[config.mk]
export PLATFORM = sky130hd
export DESIGN_NAME = scale_engine
export DESIGN_NICKNAME = d
export VERILOG_FILES = /design/src/rtl/scale_engine.sv
export SDC_FILE = /design/constraint.sdc
export NUM_CORES = 1
export LEC_CHECK = 0
export ABC_AREA = 1
export CORE_MARGIN = 2
export CORE_UTILIZATION = 55
export CTS_CLUSTER_DIAMETER = 30
export DETAILED_ROUTE_END_ITERATION = 7
export PLACE_DENSITY = 0.8
export REMOVE_ABC_BUFFERS = 1
export SLEW_MARGIN = 20
export SYNTH_ARGS = -nofsm -noshare
export SYNTH_HDL_FRONTEND = slang
export SYNTH_SLANG_ARGS = --single-unit
[constraint.sdc]
create_clock -name clock -period 16.06 [get_ports clock]
set_clock_uncertainty 0.2 [all_clocks]
set_input_delay 3.212 -clock clock [delete_from_list [all_inputs] [get_ports clock]]
set_output_delay 3.212 -clock clock [all_outputs]
set_load 0.1 [all_outputs]
[src/rtl/scale_engine.sv]
// scale_engine: framebuffer zoom engine.
// Handles single-pixel RD/WR commands and full-frame zoom-in (pixel
// replication) or zoom-out (nearest-neighbour decimation) passes by x2 or
// x4 between a source and a destination buffer in a dual-port pixel RAM.
module scale_engine #(
  parameter int IMG_W  = 320,
  parameter int IMG_H  = 240,
  parameter int ADDR_W = 17,
  parameter int PIX_W  = 8,
  parameter int RD_LAT = 2
) (
  input  logic              clock,
  input  logic              reset_n,
  input  logic              start,
  input  logic [2:0]        operation,
  input  logic [1:0]        scale_shift,
  input  logic              clear_en,
  input  logic [PIX_W-1:0]  fill_color,
  input  logic [ADDR_W-1:0] src_base,
  input  logic [ADDR_W-1:0] dst_base,
  input  logic [ADDR_W-1:0] addr_in,
  input  logic [PIX_W-1:0]  data_in,
  input  logic              abort,
  output logic              rd_en,
  output logic [ADDR_W-1:0] rd_addr,
  input  logic [PIX_W-1:0]  rd_data,
  output logic              wr_en,
  output logic [ADDR_W-1:0] wr_addr,
  output logic [PIX_W-1:0]  wr_data,
  output logic [PIX_W-1:0]  data_out,
  output logic              busy,
  output logic              done,
  output logic              error,
  output logic [2:0]        state_dbg
);

  localparam int XW  = (IMG_W > 1) ? $clog2(IMG_W) : 1;
  localparam int YW  = (IMG_H > 1) ? $clog2(IMG_H) : 1;
  localparam int WCW = $clog2(RD_LAT + 1);

  localparam logic [2:0] OP_RD   = 3'b001;
  localparam logic [2:0] OP_WR   = 3'b010;
  localparam logic [2:0] OP_ZIN  = 3'b011;
  localparam logic [2:0] OP_ZOUT = 3'b100;

  // Last x/y index of the full frame and of the x2 / x4 windows
  localparam logic [XW-1:0] XL_FULL = XW'(IMG_W - 1);
  localparam logic [XW-1:0] XL_HALF = XW'((IMG_W >> 1) - 1);
  localparam logic [XW-1:0] XL_QTR  = XW'((IMG_W >> 2) - 1);
  localparam logic [YW-1:0] YL_FULL = YW'(IMG_H - 1);
  localparam logic [YW-1:0] YL_HALF = YW'((IMG_H >> 1) - 1);
  localparam logic [YW-1:0] YL_QTR  = YW'((IMG_H >> 2) - 1);

  // Origin of the centred 1/F window for F = 2 and F = 4
  localparam logic [XW-1:0] OFFX1 = XW'((IMG_W - (IMG_W >> 1)) / 2);
  localparam logic [XW-1:0] OFFX2 = XW'((IMG_W - (IMG_W >> 2)) / 2);
  localparam logic [YW-1:0] OFFY1 = YW'((IMG_H - (IMG_H >> 1)) / 2);
  localparam logic [YW-1:0] OFFY2 = YW'((IMG_H - (IMG_H >> 2)) / 2);

  typedef enum logic [2:0] {
    S_IDLE     = 3'd0,
    S_CLEAR    = 3'd1,
    S_RD_ISSUE = 3'd2,
    S_RD_WAIT  = 3'd3,
    S_WRITE    = 3'd4,
    S_ADVANCE  = 3'd5,
    S_FINISH   = 3'd6
  } state_t;

  state_t state_q, state_d;

  logic [2:0]        op_q, op_d;
  logic [1:0]        scale_q, scale_d;
  logic [PIX_W-1:0]  fill_q, fill_d;
  logic [ADDR_W-1:0] src_q, src_d;
  logic [ADDR_W-1:0] dst_q, dst_d;
  logic [ADDR_W-1:0] addr_q, addr_d;
  logic [PIX_W-1:0]  data_q, data_d;
  logic [XW-1:0]     x_q, x_d;
  logic [YW-1:0]     y_q, y_d;
  logic [WCW-1:0]    wait_q, wait_d;
  logic              cache_vld_q, cache_vld_d;
  logic [ADDR_W-1:0] cache_addr_q, cache_addr_d;
  logic [PIX_W-1:0]  cache_pix_q, cache_pix_d;
  logic [PIX_W-1:0]  dout_q, dout_d;
  logic              error_q, error_d;

  logic              cmd_legal;
  logic              is_zoom_cmd;
  logic [XW-1:0]     x_last, off_x, src_x, dst_x;
  logic [YW-1:0]     y_last, off_y, src_y, dst_y;
  logic              last_x, last_y, last_pix;
  logic [ADDR_W-1:0] src_addr, dst_addr;
  logic              cache_hit;
  logic              wait_done;

  // Linear RAM address of pixel (px, py) in a buffer; wraps at ADDR_W bits
  function automatic logic [ADDR_W-1:0] pix_addr(input logic [ADDR_W-1:0] base,
                                                 input logic [XW-1:0]     px,
                                                 input logic [YW-1:0]     py);
    pix_addr = base + (ADDR_W'(py) * ADDR_W'(IMG_W)) + ADDR_W'(px);
  endfunction

  // Command legality, raster limits and source/destination addressing
  always_comb begin
    is_zoom_cmd = (operation == OP_ZIN) || (operation == OP_ZOUT);
    cmd_legal   = ((operation == OP_RD) || (operation == OP_WR) || is_zoom_cmd) &&
                  (!is_zoom_cmd || (scale_shift == 2'd1) || (scale_shift == 2'd2));

    off_x = (scale_q == 2'd2) ? OFFX2 : OFFX1;
    off_y = (scale_q == 2'd2) ? OFFY2 : OFFY1;

    // Zoom-out decimation walks only the shrunken window; clear walks all
    if ((op_q == OP_ZOUT) && (state_q != S_CLEAR)) begin
      x_last = (scale_q == 2'd2) ? XL_QTR : XL_HALF;
      y_last = (scale_q == 2'd2) ? YL_QTR : YL_HALF;
    end else begin
      x_last = XL_FULL;
      y_last = YL_FULL;
    end
    last_x   = (x_q == x_last);
    last_y   = (y_q == y_last);
    last_pix = last_x && last_y;

    if (op_q == OP_ZOUT) begin
      src_x = x_q << scale_q;
      src_y = y_q << scale_q;
    end else begin
      src_x = (x_q >> scale_q) + off_x;
      src_y = (y_q >> scale_q) + off_y;
    end

    if ((op_q == OP_ZOUT) && (state_q != S_CLEAR)) begin
      dst_x = x_q + off_x;
      dst_y = y_q + off_y;
    end else begin
      dst_x = x_q;
      dst_y = y_q;
    end

    src_addr  = pix_addr(src_q, src_x, src_y);
    dst_addr  = pix_addr(dst_q, dst_x, dst_y);
    cache_hit = cache_vld_q && (cache_addr_q == src_addr);
    wait_done = (wait_q == WCW'(RD_LAT));
  end

  // FSM state register
  always_ff @(posedge clock or negedge reset_n) begin
    if (!reset_n) state_q <= S_IDLE;
    else          state_q <= state_d;
  end

  // FSM next-state logic; abort overrides every non-idle transition
  always_comb begin
    state_d = state_q;
    unique case (state_q)
      S_IDLE: begin
        if (start && cmd_legal) begin
          unique case (operation)
            OP_WR:   state_d = S_WRITE;
            OP_ZOUT: state_d = clear_en ? S_CLEAR : S_RD_ISSUE;
            default: state_d = S_RD_ISSUE;
          endcase
        end
      end
      S_CLEAR:    if (last_pix) state_d = S_RD_ISSUE;
      S_RD_ISSUE: state_d = ((op_q == OP_ZIN) && cache_hit) ? S_WRITE : S_RD_WAIT;
      S_RD_WAIT:  if (wait_done) state_d = (op_q == OP_RD) ? S_FINISH : S_WRITE;
      S_WRITE:    state_d = (op_q == OP_WR) ? S_FINISH : S_ADVANCE;
      S_ADVANCE:  state_d = last_pix ? S_FINISH : S_RD_ISSUE;
      S_FINISH:   state_d = S_IDLE;
      default:    state_d = S_IDLE;
    endcase
    if (abort && (state_q != S_IDLE)) state_d = S_IDLE;
  end

  // FSM outputs: RAM strobes with addresses held at zero when idle
  always_comb begin
    rd_en   = 1'b0;
    rd_addr = '0;
    wr_en   = 1'b0;
    wr_addr = '0;
    wr_data = '0;
    done    = 1'b0;
    busy    = (state_q != S_IDLE) && (state_q != S_FINISH);
    unique case (state_q)
      S_CLEAR: begin
        wr_en   = 1'b1;
        wr_addr = dst_addr;
        wr_data = fill_q;
      end
      S_RD_ISSUE: begin
        if (op_q == OP_RD) begin
          rd_en   = 1'b1;
          rd_addr = addr_q;
        end else if (!((op_q == OP_ZIN) && cache_hit)) begin
          rd_en   = 1'b1;
          rd_addr = src_addr;
        end
      end
      S_WRITE: begin
        wr_en = 1'b1;
        if (op_q == OP_WR) begin
          wr_addr = addr_q;
          wr_data = data_q;
        end else begin
          wr_addr = dst_addr;
          wr_data = cache_pix_q;
        end
      end
      S_FINISH: done = 1'b1;
      default: ;
    endcase
  end

  // Datapath next values: command latch, raster counters, read wait, cache
  always_comb begin
    op_d         = op_q;
    scale_d      = scale_q;
    fill_d       = fill_q;
    src_d        = src_q;
    dst_d        = dst_q;
    addr_d       = addr_q;
    data_d       = data_q;
    x_d          = x_q;
    y_d          = y_q;
    wait_d       = wait_q;
    cache_vld_d  = cache_vld_q;
    cache_addr_d = cache_addr_q;
    cache_pix_d  = cache_pix_q;
    dout_d       = dout_q;
    error_d      = 1'b0;

    unique case (state_q)
      S_IDLE: begin
        if (start) begin
          if (cmd_legal) begin
            op_d        = operation;
            scale_d     = scale_shift;
            fill_d      = fill_color;
            src_d       = src_base;
            dst_d       = dst_base;
            addr_d      = addr_in;
            data_d      = data_in;
            x_d         = '0;
            y_d         = '0;
            cache_vld_d = 1'b0;
          end else begin
            error_d = 1'b1;
          end
        end
      end
      S_CLEAR, S_ADVANCE: begin
        if (last_pix) begin
          x_d = '0;
          y_d = '0;
        end else if (last_x) begin
          x_d = '0;
          y_d = y_q + YW'(1);
        end else begin
          x_d = x_q + XW'(1);
        end
      end
      S_RD_ISSUE: wait_d = WCW'(1);
      S_RD_WAIT: begin
        if (wait_done) begin
          if (op_q == OP_RD) begin
            dout_d = rd_data;
          end else begin
            cache_pix_d  = rd_data;
            cache_addr_d = src_addr;
            cache_vld_d  = 1'b1;
          end
        end else begin
          wait_d = wait_q + WCW'(1);
        end
      end
      default: ;
    endcase

    // Aborting drops any read in flight and forgets the cached pixel
    if (abort && (state_q != S_IDLE)) begin
      cache_vld_d = 1'b0;
      dout_d      = dout_q;
    end
  end

  // Datapath registers
  always_ff @(posedge clock or negedge reset_n) begin
    if (!reset_n) begin
      op_q         <= '0;
      scale_q      <= '0;
      fill_q       <= '0;
      src_q        <= '0;
      dst_q        <= '0;
      addr_q       <= '0;
      data_q       <= '0;
      x_q          <= '0;
      y_q          <= '0;
      wait_q       <= '0;
      cache_vld_q  <= 1'b0;
      cache_addr_q <= '0;
      cache_pix_q  <= '0;
      dout_q       <= '0;
      error_q      <= 1'b0;
    end else begin
      op_q         <= op_d;
      scale_q      <= scale_d;
      fill_q       <= fill_d;
      src_q        <= src_d;
      dst_q        <= dst_d;
      addr_q       <= addr_d;
      data_q       <= data_d;
      x_q          <= x_d;
      y_q          <= y_d;
      wait_q       <= wait_d;
      cache_vld_q  <= cache_vld_d;
      cache_addr_q <= cache_addr_d;
      cache_pix_q  <= cache_pix_d;
      dout_q       <= dout_d;
      error_q      <= error_d;
    end
  end

  assign data_out  = dout_q;
  assign error     = error_q;
  assign state_dbg = state_q;

endmodule

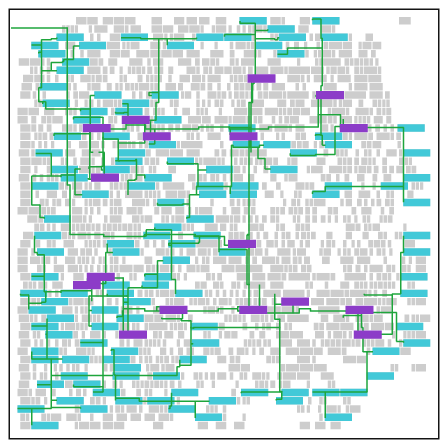
*Clock wires, drivers and flops*
[purple] clock-net drivers | count: 17
[green] clock wires | length: 1990 µm
[cyan] flip-flops | count: 129
flops lie: spread over the die

==> results.json <==
{
  "logic_gate_count": 1097,
  "post-place-cells": 1785,
  "firstDrtPassIters": 6,
  "fin_hold_ws_ns": 0.275,
  "crit_top_cell": "ha_1",
  "cp_top_family": "AND-OR/OR-AND gates",
  "seq_share_pct": 25.9,
  "vias": 9925,
  "max_stage_delay_ns": 1.21,
  "fin_tns_setup_ns": 0,
  "pre_cts_ws_ns": 5.07,
  "synth-warning-count": 0,
  "rsz0062_at_grt": "false",
  "slowest_stage": "clkdlybuf4s50_1",
  "area_growth_pct": 21.2,
  "maxSlewViolCount": 0,
  "outcome": "finished clean",
  "comb_area_share_pct": 49.7,
  "nWellTaps": 234,
  "crit_end": "rd_addr[11]",
  "cp-start-kind": "flip-flop",
  "die-area_um2": 19800,
  "row_count": 50,
  "grt-ovfl-total": 0,
  "core-area_um2": 18500,
  "ff_type": "dfrtp_1",
  "cp.arrival_ns": 8.29,
  "nFillCells": 1613,
  "synth_flops": 129,
  "largestClassByArea": "multi-input combinational cells",
  "clkCellAreaFrac_pct": 4.92,
  "nClkBuffers": 17,
  "path_max_fanout": 27,
  "syn-mean-instance-area_um2": 7.10,
  "max_slew_margin_pct": 31.2,
  "startpoint": "scale_q[0]",
  "period_used_pct": 72.9,
  "grt_pass1_vias": 9505,
  "grt_pass1_wl_mm": 46.7,
  "layout_min_cycle_time_ns": 11.70,
  "top_cell_area_share_pct": 31.3,
  "clk_latency_ns": 0.43,
  "reg2reg_slack_ns": 9.12,
  "hold_class": "flip-flop to flip-flop",
  "cts.repair.resized": 0,
  "gp_congestion": 0.941,
  "fp.dieH_um": 141,
  "gr-usage-all-layers_pct": 29.5,
  "routed_wl_mm": 28.6,
  "warnings": 25,
  "dpl.hpwl_mm": 21.4,
  "cts_max_level": 4,
  "cts_setup_buffers": 0,
  "synthesis.area_um2": 10300,
  "r2r-start": "scale_q[0]",
  "min_to": "fill_q[1]",
  "ys_seq_share_pct": 31.3,
  "syn_inst": 1451,
  "fp_util_pct": 55.6,
  "synthArstFlopShare_pct": 100,
  "min-delay-start": "fill_q[1]",
  "path_buffers": 4,
  "setup_ws_ns": 4.36,
  "wl_per_cell_um": 15.7,
  "edf_count": 0,
  "layout.nets": 1761,
  "cts-root-buf": "clkbuf_16",
  "nonClockBufferCount": 150,
  "yosys_area_um2": 10300,
  "drt-initial-drc-count": 689,
  "antenna_found_initial": 0,
  "hold_path_depth": 2,
  "drcViolationCount": 0,
  "num_io_pins": 143,
  "vias_per_cell": 5.46,
  "seqCellArea_um2": 3230,
  "cts.sinks": 129
}
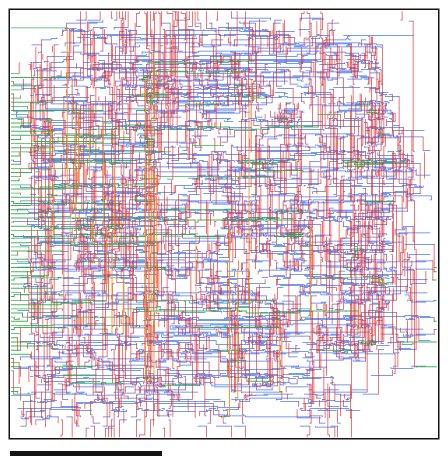
*Wiring by layer*
Scale bar: 50 µm.
| color | layer | wire length |
|---|---|---|
| red | M2 | 12500 µm |
| green | M3 | 2120 µm |
| blue | M1 | 13000 µm |
| orange | M4 | 981 µm |

## flip-flops by register name, summed over array words and instances, names as in the netlist, 9 cells and up
| name | flops |
|---|---|
| addr_q | 17 |
| cache_addr_q | 17 |
| dst_q | 17 |
| src_q | 17 |
| x_q | 9 |
## layer usage
metal	routed length (µm)	GRT usage [%]	vias to the layer above
met4	981	11.3	0
met2	12500	45.4	346
met1	13000	40.7	4569
li1	-	-	4947
met5	0	0	-
met3	2120	6.96	63
## cell families (layout without fill, tap and decap cells)
group | after synthesis | after routing | synth area share (%)
flip-flops | 129 | 129 | 31.3
AND/OR/NAND/NOR | 670 | 670 | 27.2
adder cells (fa/ha/maj) | 106 | 106 | 13.7
AND-OR/OR-AND | 264 | 264 | 14.3
XOR/XNOR | 57 | 57 | 4.85
buffers and inverters | 225 | 357 | 8.57
## cells in the final DEF, fill, tap and decap left out, drive strengths merged, types with 2 or more instances in the layout
cell type | netlist | routed
nor4 | 2 | 2
ha | 94 | 94
nand2 | 483 | 483
a31oi | 7 | 7
o2111ai | 2 | 2
and2 | 5 | 5
a21o | 6 | 6
a22o | 2 | 2
a21oi | 79 | 79
nor3b | 3 | 3
xnor2 | 15 | 15
a32o | 2 | 2
o22ai | 5 | 5
nor2 | 79 | 79
o211ai | 5 | 5
clkinv | 1 | 10
o21bai | 4 | 4
nor3 | 22 | 22
clkbuf | 39 | 17
clkdlybuf4s50 | 0 | 141
dfrtp | 129 | 129
fa | 12 | 12
a22oi | 3 | 3
o21ai | 131 | 131
a21boi | 2 | 2
nand3b | 3 | 3
nand4 | 9 | 9
o31ai | 8 | 8
or2 | 3 | 3
nand3 | 61 | 61
o311ai | 2 | 2
inv | 174 | 180
a32oi | 2 | 2
xor2 | 42 | 42
buf | 11 | 9
